### Met2 routing, run 1

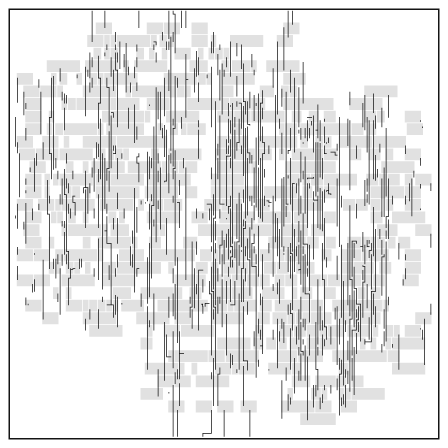
### Signal wires on met1, run 1

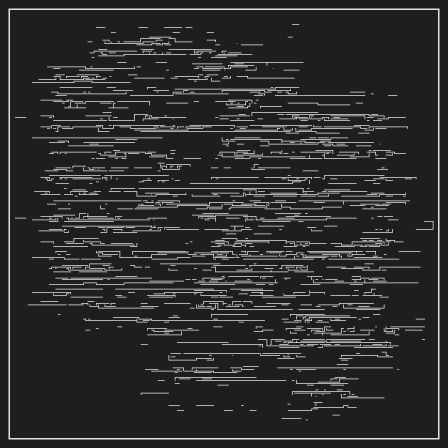
### Wiring by layer, run 1

Only two layers are drawn.
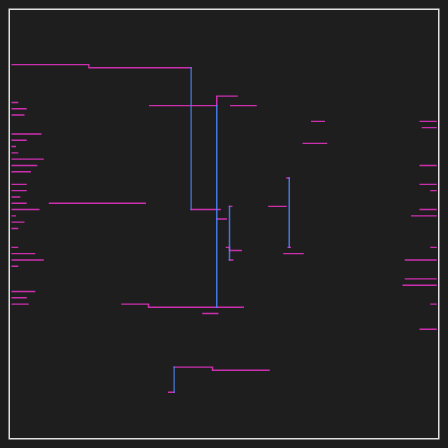
### src/rtl/reg_dump_sequencer_pkg.sv
// Shared debug definitions: dump FSM encoding, frame constants and the
// UART command bytes understood by the debug FSM.
package reg_dump_sequencer_pkg;

  // Register-dump FSM states, 3-bit encoding
  typedef enum logic [2:0] {
    ST_IDLE = 3'd0,
    ST_HDR  = 3'd1,
    ST_ADDR = 3'd2,
    ST_WAIT = 3'd3,
    ST_LOAD = 3'd4,
    ST_BYTE = 3'd5,
    ST_TRL  = 3'd6,
    ST_DONE = 3'd7
  } dump_state_t;

  // First byte of every dump frame ('R')
  localparam logic [7:0] DBG_HEADER_BYTE = 8'h52;

  // Frame length for a full register bank: header + 4 bytes per word + checksum
  localparam int DBG_DEFAULT_NUM_REGS = 32;
  localparam int DBG_FRAME_LEN        = 4 * DBG_DEFAULT_NUM_REGS + 2;

  // UART command bytes decoded by the debug FSM
  localparam logic [7:0] CMD_DUMP_REGS = 8'h44;  // 'D': dump register bank
  localparam logic [7:0] CMD_DUMP_PIPE = 8'h50;  // 'P': dump pipeline latches
  localparam logic [7:0] CMD_PING      = 8'h3F;  // '?': liveness probe
  localparam logic [7:0] CMD_ACK       = 8'h06;  // reply to a ping

  // Frame length for an arbitrary number of dumped words
  function automatic int frame_len(input int num_regs);
    return 4 * num_regs + 2;
  endfunction

endpackage

### src/rtl/reg_dump_sequencer_byte_serializer.sv
// Holds one 32-bit word and hands it out as 4 bytes, MSB first. A byte is
// consumed (fire) only in cycles where the consumer is enabled and not full.
module byte_serializer (
  input  logic        clock,
  input  logic        reset,
  input  logic        load,
  input  logic [31:0] word_in,
  input  logic        enable,
  input  logic        full,
  output logic [7:0]  byte_out,
  output logic        fire,
  output logic        last_byte
);

  logic [31:0] word_reg;
  logic [1:0]  idx_reg;
  logic [7:0]  byte_lane [4];

  // Lane 0 is the most significant byte
  for (genvar gi = 0; gi < 4; gi++) begin : g_lane
    assign byte_lane[gi] = word_reg[31 - 8*gi -: 8];
  end

  assign byte_out  = byte_lane[idx_reg];
  assign fire      = enable & ~full;
  assign last_byte = (idx_reg == 2'd3);

  // Capture a new word, or step to the next byte when one is consumed
  always_ff @(posedge clock) begin
    if (reset) begin
      word_reg <= '0;
      idx_reg  <= '0;
    end else if (load) begin
      word_reg <= word_in;
      idx_reg  <= '0;
    end else if (fire) begin
      idx_reg  <= idx_reg + 2'd1;
    end
  end

endmodule

### src/rtl/reg_dump_sequencer.sv
// Streams every register of the bank over the UART TX FIFO as one frame:
// header byte, each word MSB first, then an XOR checksum of the data bytes.
module reg_dump_sequencer
  import reg_dump_sequencer_pkg::*;
#(
  parameter int         NUM_REGS    = 32,
  parameter int         ADDR_W      = 5,
  parameter int         READ_LAT    = 1,
  parameter logic [7:0] HEADER_BYTE = DBG_HEADER_BYTE
) (
  input  logic              clock,
  input  logic              reset,
  input  logic              start,
  input  logic              abort,
  output logic              busy,
  output logic              done,
  output logic [ADDR_W-1:0] readAddrFromBank,
  input  logic [31:0]       readDataFromRegs,
  output logic [7:0]        dataToUartOutFifo,
  output logic              writeFifoFlag,
  input  logic              txFifoFull
);

  // Termination is by compare against the last index, never by wrap-around
  localparam logic [ADDR_W-1:0] LAST_IDX  = ADDR_W'(NUM_REGS - 1);
  localparam logic [1:0]        WAIT_LAST = 2'((READ_LAT > 0) ? READ_LAT - 1 : 0);

  dump_state_t       state_reg, state_next;
  logic [ADDR_W-1:0] idx_reg, idx_next;
  logic [ADDR_W-1:0] addr_reg, addr_next;
  logic [1:0]        wait_reg, wait_next;
  logic [7:0]        chk_reg, chk_next;
  logic [7:0]        data_reg, data_next;
  logic              wr_reg, wr_next;
  logic              busy_reg, busy_next;
  logic              done_reg, done_next;

  logic              ser_load;
  logic              ser_en;
  logic              ser_fire;
  logic              ser_last;
  logic [7:0]        ser_byte;

  // Abort wins over loading or emitting in the same cycle
  assign ser_load = (state_reg == ST_LOAD) && !abort;
  assign ser_en   = (state_reg == ST_BYTE) && !abort;

  byte_serializer u_ser (
    .clock     (clock),
    .reset     (reset),
    .load      (ser_load),
    .word_in   (readDataFromRegs),
    .enable    (ser_en),
    .full      (txFifoFull),
    .byte_out  (ser_byte),
    .fire      (ser_fire),
    .last_byte (ser_last)
  );

  // State, counters, checksum and all registered outputs
  always_ff @(posedge clock) begin
    if (reset) begin
      state_reg <= ST_IDLE;
      idx_reg   <= '0;
      addr_reg  <= '0;
      wait_reg  <= '0;
      chk_reg   <= '0;
      data_reg  <= '0;
      wr_reg    <= 1'b0;
      busy_reg  <= 1'b0;
      done_reg  <= 1'b0;
    end else begin
      state_reg <= state_next;
      idx_reg   <= idx_next;
      addr_reg  <= addr_next;
      wait_reg  <= wait_next;
      chk_reg   <= chk_next;
      data_reg  <= data_next;
      wr_reg    <= wr_next;
      busy_reg  <= busy_next;
      done_reg  <= done_next;
    end
  end

  // Next-state and next-output decode; FIFO full is checked in the decision cycle
  always_comb begin
    state_next = state_reg;
    idx_next   = idx_reg;
    addr_next  = addr_reg;
    wait_next  = wait_reg;
    chk_next   = chk_reg;
    data_next  = data_reg;
    wr_next    = 1'b0;
    busy_next  = busy_reg;
    done_next  = 1'b0;

    if (state_reg != ST_IDLE && abort) begin
      state_next = ST_IDLE;
      busy_next  = 1'b0;
    end else begin
      case (state_reg)
        ST_IDLE: begin
          if (start && !abort) begin
            state_next = ST_HDR;
            busy_next  = 1'b1;
            chk_next   = '0;
            idx_next   = '0;
          end
        end
        ST_HDR: begin
          if (!txFifoFull) begin
            wr_next    = 1'b1;
            data_next  = HEADER_BYTE;
            state_next = ST_ADDR;
          end
        end
        ST_ADDR: begin
          addr_next  = idx_reg;
          wait_next  = '0;
          state_next = (READ_LAT == 0) ? ST_LOAD : ST_WAIT;
        end
        ST_WAIT: begin
          if (wait_reg == WAIT_LAST) begin
            state_next = ST_LOAD;
          end else begin
            wait_next = wait_reg + 2'd1;
          end
        end
        ST_LOAD: begin
          state_next = ST_BYTE;
        end
        ST_BYTE: begin
          if (ser_fire) begin
            wr_next   = 1'b1;
            data_next = ser_byte;
            chk_next  = chk_reg ^ ser_byte;
            if (ser_last) begin
              if (idx_reg == LAST_IDX) begin
                state_next = ST_TRL;
              end else begin
                idx_next   = idx_reg + ADDR_W'(1);
                state_next = ST_ADDR;
              end
            end
          end
        end
        ST_TRL: begin
          if (!txFifoFull) begin
            wr_next    = 1'b1;
            data_next  = chk_reg;
            state_next = ST_DONE;
          end
        end
        ST_DONE: begin
          done_next  = 1'b1;
          busy_next  = 1'b0;
          state_next = ST_IDLE;
        end
        default: begin
          state_next = ST_IDLE;
          busy_next  = 1'b0;
        end
      endcase
    end
  end

  assign busy              = busy_reg;
  assign done              = done_reg;
  assign readAddrFromBank  = addr_reg;
  assign dataToUartOutFifo = data_reg;
  assign writeFifoFlag     = wr_reg;

endmodule

### config.mk
export PLATFORM = sky130hd
export DESIGN_NAME = reg_dump_sequencer
export DESIGN_NICKNAME = d
export VERILOG_FILES = /design/src/rtl/reg_dump_sequencer_pkg.sv /design/src/rtl/reg_dump_sequencer_byte_serializer.sv /design/src/rtl/reg_dump_sequencer.sv
export SDC_FILE = /design/constraint.sdc
export NUM_CORES = 1
export LEC_CHECK = 0
export CAP_MARGIN = 30
export CORE_MARGIN = 1
export CORE_UTILIZATION = 40
export DETAILED_ROUTE_END_ITERATION = 8
export PLACE_DENSITY = 0.69
export SLEW_MARGIN = 0
export SYNTH_ARGS = -nofsm -noshare
export SYNTH_HDL_FRONTEND = slang
export SYNTH_SLANG_ARGS = --single-unit
### constraint.sdc
create_clock -name clock -period 1.8 [get_ports clock]
set_input_delay 0.18 -clock clock [delete_from_list [all_inputs] [get_ports clock]]
set_output_delay 0.18 -clock clock [all_outputs]
set_load 0.02 [all_outputs]
==> impl_metrics.tcl, run 1 <==
# flow metrics
set metrics [dict create \
    power_switching_share_pct 29.32 \
    cts_tree "done" \
    instance_tally_after_logic_synthesis 369 \
    clock_buffers 9 \
    core_util_floorplan_pct 41.84 \
    antenna_found_initial 0 \
    dp_cells 532 \
    share_clk_of_total_power_pct 35.0 \
    yosys_cells 369 \
    synth_area_leader_cell "dfxtp_1" \
    layout_worst_path_cycle_share_pct 97.18 \
    async_flop_share_pct 0 \
    worst-endpoint-required_ns 2.08 \
    nFlopsAndLatches 68 \
    comb_cells 267 \
    clockRootBuffer "clkbuf_8" \
    synth.net_count 415 \
    mux_share_pct 9.958 \
    die_h_um 92.37 \
    placedInstanceArea_um2 4054 \
    worstPathCellList "ha_1, and3_1, ha_1, nand2b_4, or4_1, a21oi_1" \
    cts_hold_repair.buffers 0 \
    power_frac_comb_pct 27.1 \
    synthToLayoutAreaGrowth_pct 32.36 \
    layout.cells.most_common "nand2_1" \
    worst_setup_path_end_kind "flip-flop" \
    cp-startpoint "idx_reg[0]" \
    route.detailed.vias_per_inst 5.266 \
    dominantRegCellSynth "dfxtp_1" \
    slew_viol_final 0 \
    multiInputGateArea_um2 1764 \
    max_stage_delay_ns 0.49 \
    fill_cells 703 \
    seq_area_frac_synth_pct 41.67 \
    detail_route.first_pass.iterations 4 \
    grt_use_total_pct 19.37 \
    core-area_um2 7807 \
    use_met1_pct 25.73 \
    overflow 0 \
    met3WireLength_um 296 \
    timing.final.ws_setup_ns 0.05080 \
    cts_max_level 3 \
    critPathMostFrequentCell "ha_1" \
    post_synth_and_or_nand_nor_area_fraction_pct 19.34 \
    detailedRoute.firstIterationViolations 150 \
    power.density_cell_area_nw_per_um2 1029 \
    clockBufferDepth 2 \
    pg_clk_mw 1.56 \
    ys_seq_elements 68 \
    remaining_drc_errors 0 \
    synthAoiAreaFrac_pct 20.38 \
    numPortBuffers 52 \
    netlist_area_um2 3267 \
    sw_pwr_mw 1.305 \
    register_area_um2 1365 \
    die_area_um2 8532 \
    clock_area_share_pct 5.700 \
    worst_hold_path.endpoint "readAddrFromBank[1]" \
    final_area_um2 4324 \
    final.signal_buffer_count 87 \
    wirelength_met1_um 3797 \
    finalHoldViolCount 0 \
    adder_share_pct 3.447 \
    max_slew_margin_pct 74.37 \
    design.portCount 53 \
    die.size.x_um 92.37 \
    synth-edff-count 0 \
    criticalPathCategory "reg -> reg" \
    cpMaxStageDelayCell "or4_1" \
    seq_share_pct 31.57 \
    post_cts_resized 0 \
    netlist_logic_family_top "AND-OR/OR-AND gates" \
    critical_path.max_fanout 2 \
    unrepaired_setup_endpoints_after_global_routing "yes" \
    critical_path.reg2reg.endpoint "idx_reg[3]" \
    nWellTaps 102 \
    met3_usage_pct 5.172 \
    min_from "reset" \
    clock.latency.late_pin_ns 0.35 \
    status "finished, final reports clean" \
    final_nets 487 \
    synthXorXnorAreaFrac_pct 0.2681 \
    maximum_resistive_drop_on_vdd_v 0.0004507 \
    buf_share_pct 18.29 \
    top_area_cell_class "combinational gates" \
    timing.clock.skew_ns 0.009742 \
    most_common_cell "nand2_1" \
    highest-signal-layer "met4" \
    synth_chip_area_um2 3267 \
    grt_first_pass_wirelength_um 12990 \
    detail-route-antenna-nets 0 \
    worst_hold_slack_ns 0.2061 \
    ff2ff_path_depth 6 \
    timing.critical_path.arrival_ns 2.03 \
    p_int_mw 3.145 \
    dp_hpwl_um 5490 \
    timing.final.setup_violations 0 \
    top_layout_cells "73 x nand2_1, 65 x dfxtp_1, 51 x clkdlybuf4s50_1" \
    worstSetupPathDepth 6 \
    cap_viol_max_count 0 \
    final.signal_inverter_count 8 \
    first_global_vias 2769 \
    r2r_slack_ns 0.05 \
    clkSlewWorstSetupHoldPaths_ns 0.07 \
    hold_class "in -> reg" \
    maxPowerGroup "sequential cells" \
    cp_top_family "simple AND/OR/NAND/NOR gates" \
    comb-power_mw 1.20 \
    p_seq_share_pct 37.9 \
    yosysTopAreaCellShare_pct 41.67 \
    antennaDiodeCount 0 \
    setup_tns_ns 0 \
    worst_setup_path_endpoint "idx_reg[3]" \
    total_power_mw 4.450 \
    number_of_openroad_warnings 31 \
    comb-cell-share_pct 40.80 \
    netlist-cell-type-count 49 \
    syn_avg_cell_area_um2 8.853 \
    final_util_pct 55.38 \
    largest_register_ff_count 32 \
    period_minus_slack_ns 1.749 \
    worst_hold_path.num_cells 2 \
    tritoncts_num_sinks 68 \
    highest_achievable_clock_rate_ghz 0.5717 \
    worst_r2r_startpoint "idx_reg[0]" \
    max_slew.worst_pin.slew_ns 0.3834 \
    synthesis.yosys.warnings 0 \
    globalplace.congestion 0.8138 \
    pg_seq_mw 1.69 \
]
## Picture notes: 'Met2 routing'
386 nets have wire on it. The layer holds 45% of the routed length. The longest straight run is 33.3 µm. The layer carries 3,470 µm of wire.
number of vias after detailed routing: 2,886
fraction of met2 tracks used by global routing: 30.43%
total wire length: 7673 µm

## Picture notes: 'Signal wires on met1'
The wires run mostly horizontal. The longest straight run is 35.4 µm. 432 nets have wire on it.

## Picture notes: 'Wiring by layer'
Magenta stands for met3, wire length 297 µm. Blue stands for met4, wire length 106 µm.

==> run 2, diff against run 1 <==
--- a/config.mk
+++ b/config.mk
@@ -5,10 +5,10 @@
 export SDC_FILE = /design/constraint.sdc
 export NUM_CORES = 1
 export LEC_CHECK = 0
-export CAP_MARGIN = 30
 export CORE_MARGIN = 1
 export CORE_UTILIZATION = 40
 export DETAILED_ROUTE_END_ITERATION = 8
+export GPL_TIMING_DRIVEN = 1
 export PLACE_DENSITY = 0.69
 export SLEW_MARGIN = 0
 export SYNTH_ARGS = -nofsm -noshare
### Met2 routing, run 2

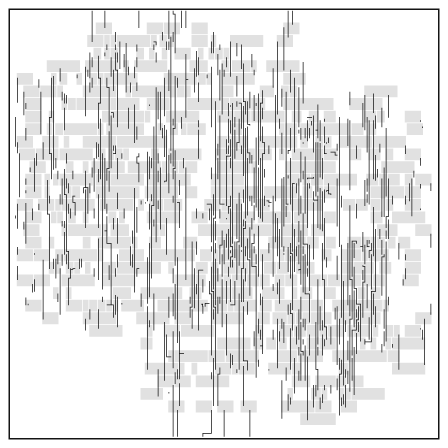
The layer carries 3,470 µm of wire. The layer holds 45% of the routed length.

==> run 2 against run 1 <==
  * Synthesized cell count unchanged
  * Final area unchanged
  * Hold slack unchanged
  * Non-clock buffer count unchanged
  * Die area stayed put
  * Final cell count did not move
==> impl_metrics.tcl, run 2 <==
# flow metrics
set metrics [dict create \
    p_seq_share_pct 37.9 \
    top_layout_cells "73 x nand2_1, 65 x dfxtp_1, 51 x clkdlybuf4s50_1" \
    number_of_openroad_warnings 31 \
    tritoncts_num_sinks 68 \
    final_util_pct 55.38 \
    power.density_cell_area_nw_per_um2 1029 \
    synthXorXnorAreaFrac_pct 0.2681 \
    power_switching_share_pct 29.32 \
    ff2ff_path_depth 6 \
    pg_clk_mw 1.56 \
    status "finished, final reports clean" \
    comb-power_mw 1.20 \
    criticalPathCategory "reg -> reg" \
    design.portCount 53 \
    synth_chip_area_um2 3267 \
    worstPathCellList "ha_1, and3_1, ha_1, nand2b_4, or4_1, a21oi_1" \
    clockBufferDepth 2 \
    cp_top_family "simple AND/OR/NAND/NOR gates" \
    clkSlewWorstSetupHoldPaths_ns 0.07 \
    worst_hold_path.endpoint "readAddrFromBank[1]" \
    p_int_mw 3.145 \
    max_slew_margin_pct 74.37 \
    grt_use_total_pct 19.37 \
    layout_worst_path_cycle_share_pct 97.18 \
    cts_max_level 3 \
    syn_avg_cell_area_um2 8.853 \
    worst_hold_slack_ns 0.2061 \
    yosysTopAreaCellShare_pct 41.67 \
    overflow 0 \
    first_global_vias 2769 \
    worst-endpoint-required_ns 2.08 \
    placedInstanceArea_um2 4054 \
    cts_hold_repair.buffers 0 \
    timing.final.ws_setup_ns 0.05080 \
    met3WireLength_um 296 \
    power_frac_comb_pct 27.1 \
    route.vias.total 2886 \
    netlist_logic_family_top "AND-OR/OR-AND gates" \
    final_area_um2 4324 \
    period_minus_slack_ns 1.749 \
    pg_seq_mw 1.69 \
    highest_achievable_clock_rate_ghz 0.5717 \
    slew_viol_final 0 \
    maxPowerGroup "sequential cells" \
    hold_class "in -> reg" \
    critical_path.max_fanout 2 \
    highest-signal-layer "met4" \
    post_cts_resized 0 \
    max_slew.worst_pin.slew_ns 0.3834 \
    clock.latency.late_pin_ns 0.35 \
    nFlopsAndLatches 68 \
    synth_area_leader_cell "dfxtp_1" \
    fill_cells 703 \
    timing.critical_path.arrival_ns 2.03 \
    route.detailed.vias_per_inst 5.266 \
    globalRouteMet2Util_pct 30.43 \
    core_util_floorplan_pct 41.84 \
    timing.final.setup_violations 0 \
    register_area_um2 1365 \
    final_nets 487 \
    setup_tns_ns 0 \
    worst_setup_path_endpoint "idx_reg[3]" \
    multiInputGateArea_um2 1764 \
    final.signal_buffer_count 87 \
    use_met1_pct 25.73 \
    synthToLayoutAreaGrowth_pct 32.36 \
    finalHoldViolCount 0 \
]
### Cells by drive strength, run 2

Bar = 20 µm.
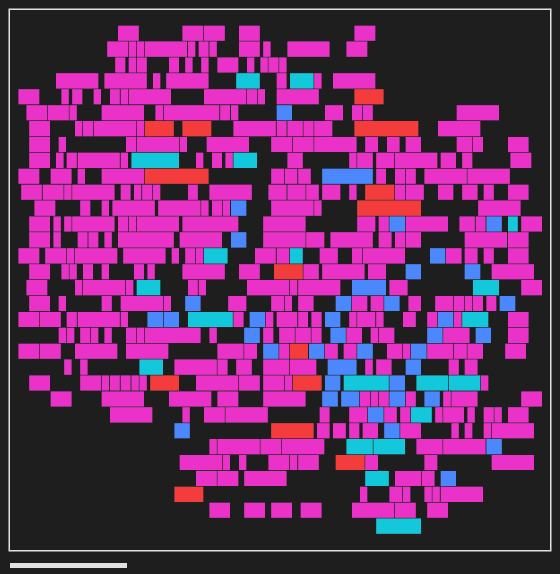
Blue stands for drive 3 to 4, cells 40, share 9.0%. Magenta stands for drive 1 or less, cells 372, share 83%. Red stands for drive 6 and up, cells 14, share 3.1%. Cyan stands for drive 2, cells 20, share 4.5%.

